Run 1, routed metal, one color a layer:
Scale bar: 50 um.
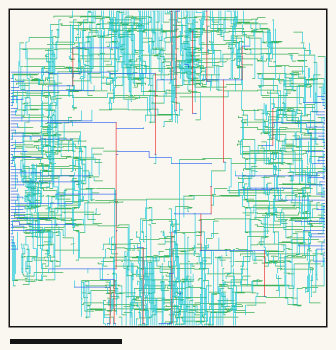
Run 1, a small window of the routed layout:
Scale bar: 5 um. Region (60, 89) to (80, 109) um. Cells in gray, sequential cells in the stronger gray; small squares are vias.
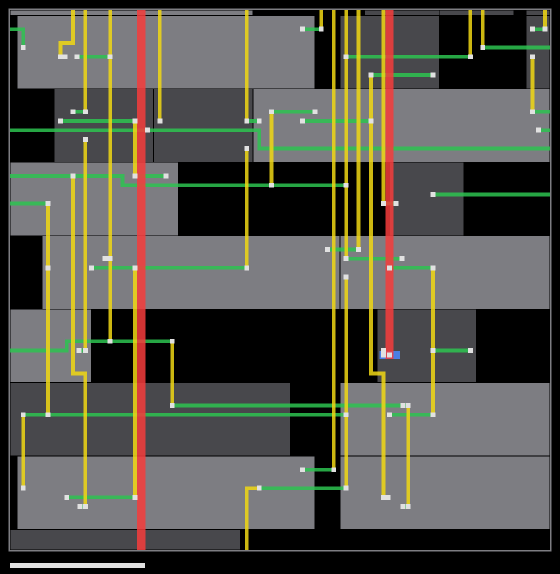
Run 1, sequential cells grouped by signal name:
Scale bar: 50 um. Other sequential cells in the stronger gray, the rest of the logic in the fainter gray.
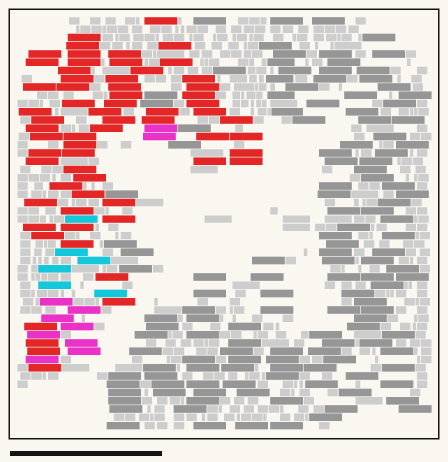
Run 1, selected gate families:
Scale bar: 50 um.
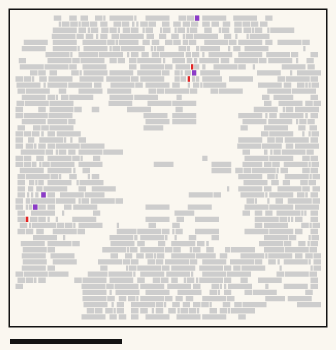
$ cat src/rtl/fma_issue_stage.sv
// rtl/fma_issue_stage.sv - FMA operand-issue stage with sign adjustment, rm resolution and FIFO buffering
//
// Accepts FMADD/FMSUB/FNMSUB/FNMADD requests, applies the variant's sign flips to
// rs1/rs3, resolves the dynamic rounding mode against frm, and queues the result in
// a DEPTH-entry FIFO whose head drives the FMA unit.
//
// Ports:
//   clk, rst_n        clock, asynchronous active-low reset
//   flush             synchronous clear of all buffered entries (beats a same-cycle accept)
//   in_valid/in_ready request handshake; in_ready = not full
//   in_op             00 FMADD, 01 FMSUB, 10 FNMSUB, 11 FNMADD
//   in_a/in_b/in_c    rs1/rs2/rs3, IEEE-754 single
//   in_rm, frm        instruction rounding mode, dynamic rounding mode
//   in_tag            opaque destination tag
//   out_valid/out_ready head-entry handshake
//   out_a/out_b/out_c sign-adjusted operands of the head entry
//   out_rm, out_illegal resolved rounding mode, illegal-rm flag
//   out_tag           tag of the head entry
//   count             number of occupied entries
module fma_issue_stage #(
  parameter int DEPTH = 2,
  parameter int TAG_W = 5
) (
  input  logic                   clk,
  input  logic                   rst_n,
  input  logic                   flush,
  input  logic                   in_valid,
  output logic                   in_ready,
  input  logic [1:0]             in_op,
  input  logic [31:0]            in_a,
  input  logic [31:0]            in_b,
  input  logic [31:0]            in_c,
  input  logic [2:0]             in_rm,
  input  logic [TAG_W-1:0]       in_tag,
  input  logic [2:0]             frm,
  output logic                   out_valid,
  input  logic                   out_ready,
  output logic [31:0]            out_a,
  output logic [31:0]            out_b,
  output logic [31:0]            out_c,
  output logic [2:0]             out_rm,
  output logic [TAG_W-1:0]       out_tag,
  output logic                   out_illegal,
  output logic [$clog2(DEPTH):0] count
);

  localparam int PTR_W = $clog2(DEPTH);
  localparam int CNT_W = $clog2(DEPTH) + 1;
  localparam logic [CNT_W-1:0] FULL_CNT = CNT_W'(DEPTH);

  logic [31:0]      mem_a   [DEPTH];
  logic [31:0]      mem_b   [DEPTH];
  logic [31:0]      mem_c   [DEPTH];
  logic [2:0]       mem_rm  [DEPTH];
  logic [TAG_W-1:0] mem_tag [DEPTH];
  logic             mem_ill [DEPTH];

  logic [PTR_W-1:0] wr_ptr;
  logic [PTR_W-1:0] rd_ptr;

  logic push;
  logic pop;

  logic [31:0] adj_a;
  logic [31:0] adj_c;
  logic [2:0]  res_rm;
  logic        res_ill;

  assign in_ready  = (count != FULL_CNT);
  assign out_valid = (count != '0);
  assign push      = in_valid & in_ready & ~flush;
  assign pop       = out_valid & out_ready & ~flush;

  // op[1] negates the product (flip rs1), op[0] negates the addend (flip rs3)
  // except FNMADD, which negates both; in every case the table works out to
  // a flipped for 10/11 and c flipped for 01/11.
  always_comb begin
    adj_a     = in_a;
    adj_c     = in_c;
    adj_a[31] = in_a[31] ^ in_op[1];
    adj_c[31] = in_c[31] ^ in_op[0];
  end

  // 101/110 are reserved; 111 selects frm, which itself may hold a reserved value.
  always_comb begin
    res_rm  = in_rm;
    res_ill = 1'b0;
    if (in_rm == 3'b111) begin
      if (frm >= 3'b101) begin
        res_rm  = 3'b000;
        res_ill = 1'b1;
      end else begin
        res_rm  = frm;
      end
    end else if (in_rm >= 3'b101) begin
      res_rm  = 3'b000;
      res_ill = 1'b1;
    end
  end

  // Payload storage needs no reset: outputs are masked by out_valid below.
  always_ff @(posedge clk) begin
    if (push) begin
      mem_a[wr_ptr]   <= adj_a;
      mem_b[wr_ptr]   <= in_b;
      mem_c[wr_ptr]   <= adj_c;
      mem_rm[wr_ptr]  <= res_rm;
      mem_tag[wr_ptr] <= in_tag;
      mem_ill[wr_ptr] <= res_ill;
    end
  end

  always_ff @(posedge clk or negedge rst_n) begin
    if (!rst_n) begin
      wr_ptr <= '0;
      rd_ptr <= '0;
      count  <= '0;
    end else if (flush) begin
      wr_ptr <= '0;
      rd_ptr <= '0;
      count  <= '0;
    end else begin
      if (push) wr_ptr <= wr_ptr + PTR_W'(1);
      if (pop)  rd_ptr <= rd_ptr + PTR_W'(1);
      case ({push, pop})
        2'b10:   count <= count + CNT_W'(1);
        2'b01:   count <= count - CNT_W'(1);
        default: count <= count;
      endcase
    end
  end

  // Gating by out_valid keeps the outputs at zero whenever the FIFO is empty,
  // including immediately on asynchronous reset.
  assign out_a       = out_valid ? mem_a[rd_ptr]   : '0;
  assign out_b       = out_valid ? mem_b[rd_ptr]   : '0;
  assign out_c       = out_valid ? mem_c[rd_ptr]   : '0;
  assign out_rm      = out_valid ? mem_rm[rd_ptr]  : '0;
  assign out_tag     = out_valid ? mem_tag[rd_ptr] : '0;
  assign out_illegal = out_valid ? mem_ill[rd_ptr] : 1'b0;

endmodule

$ cat config.mk
export PLATFORM = sky130hd
export DESIGN_NAME = fma_issue_stage
export DESIGN_NICKNAME = d
export VERILOG_FILES = /design/src/rtl/fma_issue_stage.sv
export SDC_FILE = /design/constraint.sdc
export NUM_CORES = 1
export LEC_CHECK = 0
export CORE_MARGIN = 2
export CORE_UTILIZATION = 44
export CTS_CLUSTER_SIZE = 20
export DETAILED_ROUTE_END_ITERATION = 16
export MAX_ROUTING_LAYER = met4
export PLACE_DENSITY = 0.88
export SETUP_SLACK_MARGIN = 0.05
export SLEW_MARGIN = 20
export SYNTH_ARGS = -nofsm -noshare
export SYNTH_HDL_FRONTEND = slang
export SYNTH_SLANG_ARGS = --single-unit
export TNS_END_PERCENT = 100
$ cat constraint.sdc
create_clock -name clk -period 8.76 [get_ports clk]
set_clock_uncertainty 0.15 [all_clocks]
set_input_delay 1.752 -clock clk [delete_from_list [all_inputs] [get_ports clk]]
set_output_delay 1.752 -clock clk [all_outputs]
set_load 0.03 [all_outputs]
==> run summary, run 1 <==
impl run done, here's what came out: Top area cell types edfxtp_1, mux2i_1, nor2_1, dfrtp_1, buf_4, number of logic gates 244, core area 18580 um^2, CP Depth 4, hold-critical path endpoint wr_ptr, setup TNS 0 ps, Logic pwr share 0.145, Crit path arrival time 3580 ps, area growth from synthesis to layout 37.30%, power after layout 2.390 mW, Reg clk slew, reported paths 60 ps, comb area leader multiplexers, worst vdd ir 151.3 uV, cycle use final 0.6256, crit end category output pin, global routing usage on met3 0.04552, Non-Filler Instances 960, CP Capture Point out_a[21], Cell Area, Synth 8252 um^2, outcome finished clean, # resized after CTS 0, NonClk Buf Share 0.2001, met1 usage 0.1981, Seq cells 214, worst-path fanout max 58, Synth cell types 27, routability cong. 0.7829, hold_sp wr_ptr, CTS tree done, MUX share of area 0.1286, initial antenna violation count 0, Core Rows 50, Comb area share 0.1488, met2 routed wirelength 8537 um, Adders+Majority by Area 0, clk_lat worst skew 480 ps, Setup Fix Bufs, Post-CTS 0, worst flop-to-flop path endpoint mem_a[1][17], initial DRC count 223, Async SR Flop Fraction 0.01869, Cell Chain, Critical Path buf_4 -> mux2i_1 -> nor2_1 -> clkdlybuf4s50_1, Detail Placement HPWL 10960 um, Post-Route M1 WL 6655 um, reg-to-reg slack, setup 6350 ps, WP data required 6860 ps, Sink Count 214, Startpoint Class flip-flop, number of flops mapped to enable cells by yosys 210, Seq share, synth 0.7763, MaxCap Viol Count 0, WP buf/inv 2, Post-Synthesis Cells 484, Fill cells 1389, Reg power frac 0.497, root buf cell clkbuf_16, dominant logic cell type in the layout clkdlybuf4s50_1, count leader, synth edfxtp_1, Crit path largest cell delay 1000 ps, RSZ-0062 raised after global routing false, global routing's busiest layer met2, share of cells above drive strength 1 0.05647, Max-area cell share 0.7642, Static Leak 3.723 nW, DR top layer met4, Synth area leader edfxtp_1, Int Pwr 1.830 mW, Power Clock 0.855 mW, yosys synthesis chip area 8252 um^2, Non-clk invs 3, non-clock buffer count 228, Die Y 140.9 um, Yosys warnings 0, Logic cell area 1685 um^2, tap cells 234, dpl cell area 10670 um^2, max_slew headroom 0.3122, Registers, synthesis 214, pwr/cell area 210.9 nW/um^2, vias in the first global route 4911, Mapped Nets 598, Cells after DPL 923, synth cell count leaders edfxtp_1, nor2_1, mux2i_1, worst reg2reg startpoint count[1], Biggest Area Class registers, largest power group registers, Tool Warnings 26, final hold violation count 0, cell total in the yosys stat output 484, fin area 11330 um^2, Simple-Gate Area Share 0.05989, largest net degree at the start of global routing 67, FF-to-FF path depth 5, CTS H-tree lvls 1, Worst Setup Path Type reg2out, FP Core Util 0.4441, ClkCell Share 0.05853, input/output buffers 222, Net Switching 0.5595 mW, final setup vio count 0, final worst slack 3280 ps, Synth Flop Type edfxtp_1, met2 Use GR 0.2886
## Picture notes: 'routed metal, one color a layer'
- cyan: metal 2 (wire length 8540 um)
- green: metal 1 (wire length 6660 um)
- blue: metal 3 (wire length 1070 um)
- red: metal 4 (wire length 489 um)
GR Util All Layers: 0.1690
Avg WL per Cell: 17.45 um
routed wire length: 16750 um
Via Count: 4801

## Picture notes: 'a small window of the routed layout'
- green: metal 1
- yellow: metal 2
- blue: metal 3
- red: metal 4
- most frequent: edfxtp_1 (8), clkdlybuf4s50_1 (3)
- cells with their middle in the window: 15
- netlist names of flops here include: `mem_c` (7), `mem_b` (1)
- sequential cells in the window: 8

## Picture notes: 'sequential cells grouped by signal name'
- cyan: `mem_rm` (placed flops 6; where left middle)
- magenta: `mem_tag` (placed flops 10)
- red: `mem_c` (placed flops 64)
flop share of the area: 0.5658
Core Util, Final: 0.6098
FF+latch area: 6410 um^2
seq pwr: 1.19 mW

## Picture notes: 'selected gate families'
- red: inverters (cells 3; most used inv_1)
- purple: AND and OR gates (cells 4)

Run 1, routing congestion map:
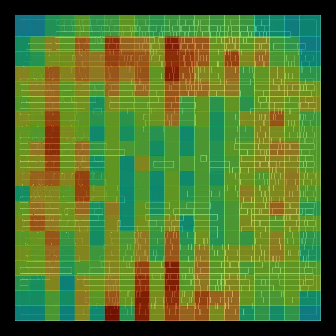

--- run 2 (diff from run 1) ---
- CORE_UTILIZATION: 44 -> 45
- PLACE_DENSITY: 0.88 -> 0.86
- clock period: 8.76 -> 5.7 ns (I/O delays scaled with it)
Run 2, routing congestion map:
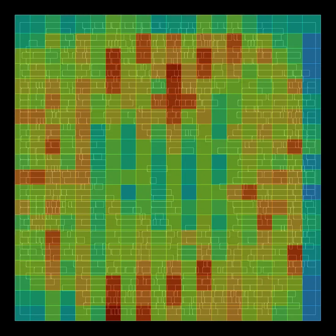
Core Util, Final: 0.6390
GR Util All Layers: 0.1759
Avg WL per Cell: 17.74 um
global routing's busiest layer: met2

Run 2, routed metal, one color a layer:
Scale bar: 50 um.
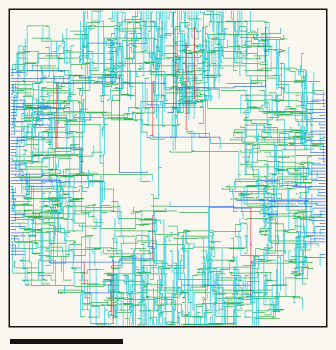
- green: metal 1 (wire length 6790 um)
- cyan: metal 2 (wire length 8720 um)
- blue: metal 3 (wire length 1150 um)
- red: metal 4 (wire length 376 um)
Via Count: 4845
routed wire length: 17030 um

==> run 2 against run 1 <==
Effect of this change: worst setup slack worse by 1900 ps; register-to-register slack got worse by 3100 ps; worst hold slack lost 2.5 ps; largest power group unchanged; power grew 64%; critical endpoint is now out_a[16]; cell count unchanged.
==> run summary, run 2 <==
impl run done, here's what came out: Crit path arrival time 3070 ps (-510 ps), routability cong. 0.8273 (+5.7%), worst reg2reg startpoint count[1], WP buf/inv 2 (unchanged), CTS H-tree lvls 1 (unchanged), CP Depth 4 (unchanged), first-pass GRT wire length 26620 um, FF+latch area 6410 um^2 (unchanged), NonClk Buf Share 0.1988 (-0.001287), core area 17960 um^2 (-3.3%), worst flop-to-flop path endpoint mem_a[1][18], Seq share, synth 0.7763 (unchanged), dpl cell area 10680 um^2 (about the same), initial DRC count 271 (+22%), Power Clock 1.55 mW (+81%), CP Capture Point out_a[16], Comb area share 0.1468 (-0.001930), reg-to-reg slack, setup 3210 ps (-3140 ps), Logic cell area 1685 um^2 (unchanged), Synth area leader edfxtp_1, clk_lat worst skew 490 ps (about the same), Fill cells 1259 (-9.4%), Remaining DRCs 0, share of cells above drive strength 1 0.06840 (+0.01193), outcome finished clean, antenna cells 0, Worst Tran Pin Value 980.8 ps, met1 usage 0.2135 (+0.01541), Post-Route M1 WL 6787 um (+2.0%), gr ovfl total 0, Post-Synthesis Cells 484 (unchanged), pwr/cell area 340.7 nW/um^2 (+62%), FF-to-FF path depth 5 (unchanged), Core Rows 49 (-2.0%), power after layout 3.911 mW (+64%), clock share of power 0.396, Non-Filler Instances 960 (unchanged), worst vdd ir 223.1 uV (+48%), Net Switching 0.8845 mW (+58%), Biggest Area Class registers, Min-Delay Path Class reg2reg, Max-area cell share 0.7642 (unchanged), Top area cell types edfxtp_1, mux2i_1, nor2_1, dfrtp_1, buf_4, Setup Fix Bufs, Post-CTS 0 (unchanged), Reg clk slew, reported paths 60 ps (about the same), Logic pwr share 0.137 (-0.008), Mapped Nets 598 (unchanged), Yosys warnings 0 (unchanged), Cells after DPL 920 (-0.33%), setup TNS 0 ps (unchanged), WP data required 4410 ps (-2450 ps), largest net degree at the start of global routing 67 (unchanged), Startpoint Class flip-flop, hold buffer count at cts 0, non-clock buffer count 230 (+0.88%), XOR Share, Synth 0.003184, synth cell count leaders edfxtp_1, nor2_1, mux2i_1, met2 routed wirelength 8716 um (+2.1%), Die Y 139.4 um (-1.1%), worst-path fanout max 49 (-16%), Reg power frac 0.467 (-0.030), seq pwr 1.83 mW (+54%), ANT nets after route 0, Simple-Gate Area Share 0.05989 (unchanged), final worst slack 1336 ps (-1944 ps), input/output buffers 222 (unchanged), vias in the first global route 5070 (+3.2%), MUX share of area 0.1286 (unchanged), cycle use final 0.7657, max_slew headroom 0.3446 (+0.03239), Detail Placement HPWL 11340 um (+3.4%), Adders+Majority by Area 0 (unchanged), number of flops mapped to enable cells by yosys 210 (unchanged), fin area 11480 um^2 (+1.3%), Synth cell types 27 (unchanged), dominant logic cell type in the layout clkdlybuf4s50_1, DR WL met3 1152 um, Hold Path Stages 2, Tmin final 4364 ps, Cell Chain, Critical Path buf_4 -> mux2i_1 -> nor2_1 -> clkdlybuf4s50_1, Registers, synthesis 214 (unchanged), area growth from synthesis to layout 39.11%, RSZ-0062 raised after global routing false, ClkCell Share 0.06998 (+0.01145), flop share of the area 0.5584 (-0.007339), Sink Count 214 (unchanged), Static Leak 3.798 nW (+2.0%), detail-routed via count per cell 5.047, Async SR Flop Fraction 0.01869 (unchanged), MaxCap Viol Count 0 (unchanged), final hold violation count 0 (unchanged), io pins 223, FP Core Util 0.4594 (+0.01525), Non-clk invs 3 (unchanged), crit end category output pin, count leader, synth edfxtp_1, Tool Warnings 26 (unchanged), clkbuf count 29, initial antenna violation count 0 (unchanged), root buf cell clkbuf_16, met2 Use GR 0.3003 (+0.01173), largest power group registers, Worst Setup Path Type reg2out, Slew Viols, Final 0, DR top layer met4, Slowest cell on crit path dfrtp_4, tap cells 229 (-2.1%), Cell Area, Synth 8252 um^2 (unchanged), Seq cells 214 (unchanged), yosys synthesis chip area 8252 um^2 (unchanged), number of logic gates 244 (unchanged), comb area leader multiplexers, global routing usage on met3 0.03304 (-0.01248), Int Pwr 3.026 mW (+65%), final setup vio count 0 (unchanged), Min Hold Slack 484.8 ps, Synth Flop Type edfxtp_1, hold-critical path endpoint wr_ptr, most common logic cells in the final layout clkdlybuf4s50_1, edfxtp_1, nor2_1, mux2i_1, clkbuf_16, # resized after CTS 0 (unchanged), AO/OA Area Share 0.009249, CTS tree done, hold_sp wr_ptr, cell total in the yosys stat output 484 (unchanged), Crit path largest cell delay 960 ps (-40 ps)
Power figures rest on the tool's default switching activity, not on a simulated workload.
